File: config.mk
export PLATFORM = sky130hd
export DESIGN_NAME = irq_controller
export DESIGN_NICKNAME = d
export VERILOG_FILES = /design/src/rtl/irq_pkg.sv /design/src/rtl/irq_prio_enc.sv /design/src/rtl/irq_controller.sv
export SDC_FILE = /design/constraint.sdc
export NUM_CORES = 1
export LEC_CHECK = 0
export CORE_MARGIN = 5
export CORE_UTILIZATION = 37
export CTS_BUF_LIST = sky130_fd_sc_hd__clkbuf_4
export DETAILED_ROUTE_END_ITERATION = 12
export GPL_TIMING_DRIVEN = 0
export PLACE_DENSITY = 0.79
export RECOVER_POWER = 25
export SLEW_MARGIN = 20
export SYNTH_ARGS = -nofsm -noshare
export SYNTH_HDL_FRONTEND = slang
export SYNTH_HIERARCHICAL = 1
export SYNTH_SLANG_ARGS = --single-unit
File: constraint.sdc
create_clock -name clk_i -period 6.5 [get_ports clk_i]
set_input_delay 1.3 -clock clk_i [delete_from_list [all_inputs] [get_ports clk_i]]
set_output_delay 1.3 -clock clk_i [all_outputs]
set_load 0.1 [all_outputs]
File: src/rtl/irq_pkg.sv
// Shared definitions for the interrupt controller: register offsets, default base
// address and controller state encoding.
package irq_pkg;

  localparam logic [31:0] DefaultBaseAddr = 32'h7000_1000;

  localparam logic [3:0] OffPending  = 4'h0;
  localparam logic [3:0] OffEnable   = 4'h4;
  localparam logic [3:0] OffClaim    = 4'h8;
  localparam logic [3:0] OffComplete = 4'hC;

  // Claim IDs are 1..31, with 0 meaning "nothing".
  localparam int unsigned IdW = 5;

  typedef enum logic [1:0] {
    StIdle,
    StReq,
    StService
  } irq_state_e;

endpackage

File: src/rtl/irq_prio_enc.sv
// Lowest-index-first priority encoder; id_o is the index of the lowest set bit plus one.
module irq_prio_enc
  import irq_pkg::*;
#(
  parameter int unsigned Width = 8
) (
  input  logic [Width-1:0] vec_i,
  output logic             valid_o,
  output logic [IdW-1:0]   id_o
);

  always_comb begin
    valid_o = |vec_i;
    id_o    = '0;
    // Scan downwards so the lowest set index is the last one written.
    for (int i = int'(Width) - 1; i >= 0; i--) begin
      if (vec_i[i]) begin
        id_o = IdW'(i + 1);
      end
    end
  end

endmodule

File: src/rtl/irq_controller.sv
// Memory-mapped interrupt controller: level-sensitive pending bits, enable mask,
// claim/complete handshake and a single registered interrupt line to the CPU.
module irq_controller
  import irq_pkg::*;
#(
  parameter logic [31:0] BASE_ADDR = DefaultBaseAddr,
  parameter int unsigned NUM_SRC   = 8
) (
  input  logic               clk_i,
  input  logic               rst_i,
  input  logic               en_i,
  input  logic               we_i,
  input  logic [31:0]        addr_i,
  input  logic [31:0]        wdata_i,
  input  logic [NUM_SRC-1:0] src_i,
  output logic [31:0]        rdata_o,
  output logic               irq_o
);

  logic [NUM_SRC-1:0] pending_q, pending_d;
  logic [NUM_SRC-1:0] enable_q, enable_d;
  logic [IdW-1:0]     in_service_q, in_service_d;
  irq_state_e         state_q, state_d;
  logic               irq_q, irq_d;
  logic [31:0]        rdata_q, rdata_d;

  logic [NUM_SRC-1:0] active;
  logic [NUM_SRC-1:0] svc_mask;
  logic [NUM_SRC-1:0] claim_mask;
  logic               enc_valid;
  logic [IdW-1:0]     enc_id;
  logic               hit;
  logic               rd_acc;
  logic               wr_acc;
  logic               claim;
  logic               complete;

  assign active = pending_q & enable_q;

  irq_prio_enc #(
    .Width (NUM_SRC)
  ) u_prio_enc (
    .vec_i   (active),
    .valid_o (enc_valid),
    .id_o    (enc_id)
  );

  // Only the four word offsets of the window decode; everything else is ignored.
  assign hit      = (addr_i & ~32'hC) == BASE_ADDR;
  assign rd_acc   = en_i && !we_i && hit;
  assign wr_acc   = en_i && we_i && hit;
  assign claim    = rd_acc && (addr_i[3:0] == OffClaim) && (state_q == StReq) && enc_valid;
  assign complete = wr_acc && (addr_i[3:0] == OffComplete) && (state_q == StService) &&
                    (wdata_i == 32'(in_service_q));

  // A completing source is released in the same cycle so a held level re-pends next cycle.
  always_comb begin
    svc_mask   = '0;
    claim_mask = '0;
    for (int unsigned i = 0; i < NUM_SRC; i++) begin
      svc_mask[i]   = (state_q == StService) && !complete && (in_service_q == IdW'(i + 1));
      claim_mask[i] = claim && (enc_id == IdW'(i + 1));
    end
  end

  always_comb begin
    enable_d     = enable_q;
    pending_d    = (pending_q & ~claim_mask) | (src_i & ~(svc_mask | claim_mask));
    in_service_d = in_service_q;
    state_d      = state_q;

    if (wr_acc && (addr_i[3:0] == OffEnable)) begin
      enable_d = wdata_i[NUM_SRC-1:0];
    end

    unique case (state_q)
      StIdle: begin
        if (|active) begin
          state_d = StReq;
        end
      end
      StReq: begin
        if (claim) begin
          state_d      = StService;
          in_service_d = enc_id;
        end else if (~|(pending_q & enable_d)) begin
          state_d = StIdle;
        end
      end
      StService: begin
        if (complete) begin
          state_d      = StIdle;
          in_service_d = '0;
        end
      end
      default: state_d = StIdle;
    endcase

    irq_d = (state_d == StReq);

    rdata_d = '0;
    if (rd_acc) begin
      case (addr_i[3:0])
        OffPending: rdata_d = 32'(pending_q);
        OffEnable:  rdata_d = 32'(enable_q);
        OffClaim:   rdata_d = claim ? 32'(enc_id) : '0;
        default:    rdata_d = '0;
      endcase
    end
  end

  always_ff @(posedge clk_i) begin
    if (rst_i) begin
      pending_q    <= '0;
      enable_q     <= '0;
      in_service_q <= '0;
      state_q      <= StIdle;
      irq_q        <= 1'b0;
      rdata_q      <= '0;
    end else begin
      pending_q    <= pending_d;
      enable_q     <= enable_d;
      in_service_q <= in_service_d;
      state_q      <= state_d;
      irq_q        <= irq_d;
      rdata_q      <= rdata_d;
    end
  end

  assign irq_o   = irq_q;
  assign rdata_o = rdata_q;

endmodule

==> COMMIT_EDITMSG <==
Update PnR metrics after Yosys + OpenROAD run

* Root cell of the clock tree: clkbuf_4
- In this run, synthesis produced a sequential element count of 32.
- The main area contributors are dfxtp_1 (31%), buf_4 (9.0%), mux2i_1 (5.7%), nor2_1 (4.5%), nor4_1 (4.2%).
* DRT met1 WL: 2.71 mm
- Yosys cell types: 50
- Post-route antenna net violation count: 0
- Fraction of layout cells with a size suffix above 1: 13.1%
* Detailed-route vias per instance: 5.25
- The routed design shows a wire length per standard cell of 15.7 microns.
- TritonCTS built the clock tree.
- TritonCTS Buffers: 5
- Per the CTS log, the buffer count on the longest clock path is 2.
- Post-Place Worst Slack: 2580 ps
- Remaining design rule violation count: 0
- Setup violation total in the final timing report: 0
- In this run the full chip footprint comes out at 7270 sq um.
- The synthesized netlist occupies a cell area of 2090 sq um.
* Placed cell area: 3120 sq um
- After synthesis, the design contains around 240 cells according to Yosys.
- Post-route period utilization is reported as 55.8%.
- Total number of vias: between 2000 and 2500
* Final setup TNS: 0 ps
- Critical path fanouts, max: 9
- Max IR drop VDD: 0.0830 mV
* Cell Pwr Density: 157 nW/um^2
- Max-cap violation count: 0
- Sorting the synthesis cell report by count puts at the top dfxtp_1.
- The layout report lists the combined flip-flop and latch area as 641 sq um.
- Post-synth the commonest register cell is dfxtp_1.
- Most used standard cells in the synthesized netlist: dfxtp_1 (32), buf_4 (25), nor2_1 (25), nor4_1 (14), mux2i_1 (12)
- Detailed-routing iteration count for the pre-antenna-repair pass: 4
* Outcome: completed
- Boundary Pins: 109
- Of the total power, the clock network draws a little under a third.
- Required time of the critical path: 6740 ps
* Type of the tightest min-delay check: flop to flop
- Per STA, the worst path is made up of dlygate4sd3_1 -> nor4b_2 -> nand2_1 -> nor3_1 -> buf_2 -> mux2_2 -> o41ai_1.
- Dividing the synthesized area by the synthesized cell count gives 8.62 sq um.
- Before placement the cells fill between 30% and 40% of the core.
* WP data arrival: 3870 ps
- Inserted Diodes: 0
- Looking at the critical path, the single cell with the biggest stage delay is nor4b_2.
- Footprint of the multi-input gates: 1310 sq um
* Fill cell count: 501
- Resized Gates After CTS: 0
* Register area share after synthesis: between 30% and 40%
- The number of global-route vias before repair is 2180.
- Number of clock sinks seen by CTS: 32
metal layers:
layer | global-route usage (%) | vias up
met2 | 31.0 | 109
met4 | 6.76 | 0
met5 | 0 | -
li1 | - | 1102
met1 | 21.5 | 1028
met3 | 5.34 | 17
logic make-up (layout without fill, tap and decap cells):
logic type / after synthesis / count (layout) / synth area share, %
AOI/OAI and AO/OA: 51 / 51 / 18.4
xor gates and xnor gates: 5 / 5 / 2.09
buffers and inverters: 35 / 127 / 11.2
DFF: 32 / 32 / 30.6
muxes: 13 / 13 / 6.27
other: 2 / 25 / 0.359
and+or+nand+nor: 105 / 105 / 31.1
per-stage QoR:
stage	std cells	utilization [%]	hold WS, ps	power, mW
6_report	430	58.0	521	0.503
5_1_grt	430	58.0	546	0.522
4_1_cts	430	58.1	525	0.506
3_5_place_dp	422	56.6	502	0.351
3_3_place_gp	422	56.5	487	0.349
2_1_floorplan	266	-	470	0.296
layout by cell type (no fill, tap or decap), types with 4 or more instances in the layout:
cell type,synthesis,final
nor3_1,5,5
nor4b_1,4,4
clkdlybuf4s50_1,0,75
clkbuf_4,0,6
xnor2_1,5,5
buf_4,25,25
dfxtp_1,32,32
conb_1,2,25
and2_1,9,9
dlygate4sd3_1,0,9
nand2_1,6,6
nor4_1,14,13
nand2b_1,8,8
a22oi_1,10,10
mux2i_1,12,12
clkbuf_1,5,5
nand3b_1,7,7
nand4_1,5,5
a21oi_1,10,10
nor2_1,25,26
flip-flops by register name (all words and copies together), names as in the netlist:
signal	flops
pending_q	8
irq_o	1
state_q	2
rdata_o	8
enable_q	8
in_service_q	5
area by class of cell:
cell class | instances | share of cell area, %
inverters | 3 | 0.352
clock inverters | 2 | 1.10
repair buffers | 84 | 26.3
multi-input cells | 199 | 41.0
clock buffers | 6 | 1.41
flip-flops and latches | 32 | 20.0
well taps | 72 | 2.82
plain buffers | 32 | 6.97
power by group through the flow:
| stage | combinational, mW | clock [mW] | sequential [mW] |
|---|---|---|---|
| after floorplan | 0.0885 | 0 | 0.207 |
| after global placement | 0.140 | 0 | 0.209 |
| after detailed placement | 0.142 | 0 | 0.209 |
| after CTS | 0.142 | 0.159 | 0.205 |
| after global routing | 0.148 | 0.167 | 0.206 |
| final | 0.142 | 0.155 | 0.205 |
critical path: cells and delay by family:
kind,cells,cell delay (ps)
simple gates,3,1050
buf+inv,2,910
mux,1,390
compound gates,1,230
path summary, 6_finish.rpt:
kind | from | to | slack (ps) | depth (start not counted)
worst max register to register | pending_q[5] | pending_q[5] | 3990 | 8
worst max-delay path | addr_i[1] | state_q[0] | 2870 | 7
worst min register to register | in_service_q[4] | in_service_q[4] | 520 | 2
worst min-delay path | in_service_q[4] | in_service_q[4] | 520 | 2
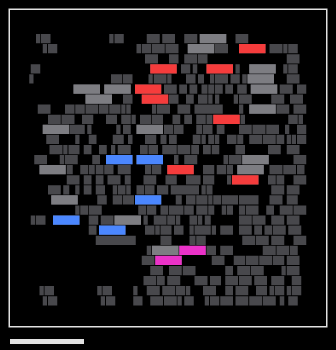
registers.png
Scale bar: 20 microns. Other sequential cells in the stronger grey, the rest of the logic in the fainter grey.
[enable_q] red | placed flops: 8
[in_service_q] blue | placed flops: 5
[state_q] magenta | placed flops: 2
not coloured: 17

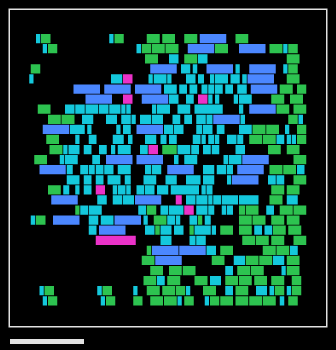
cell_classes.png
Scale bar: 20 microns.
[flip-flops] blue | cells: 32
[clock drivers and dummy loads] magenta | cells: 8
[all other logic] cyan | cells: 202
[other buffers and delay cells] green | cells: 116

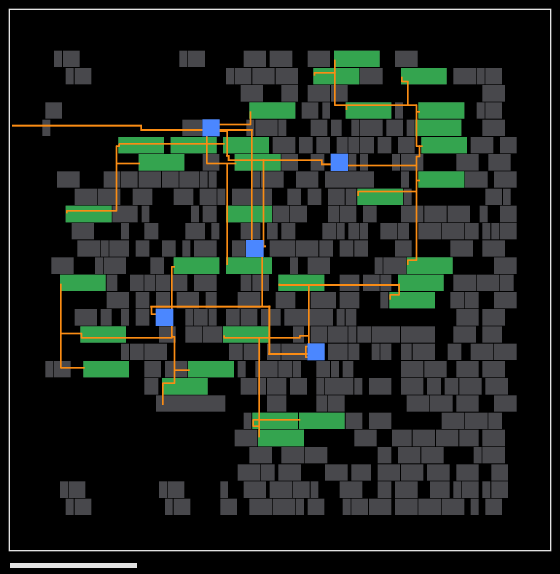
clock_map.png
Scale bar: 20 microns.
[cells driving clock nets] blue | count: 5
[flip-flops] green | count: 32
[clock wires] orange | length: 434 microns
routed clock nets: 6

Power is estimated from default activity; no workload was simulated.
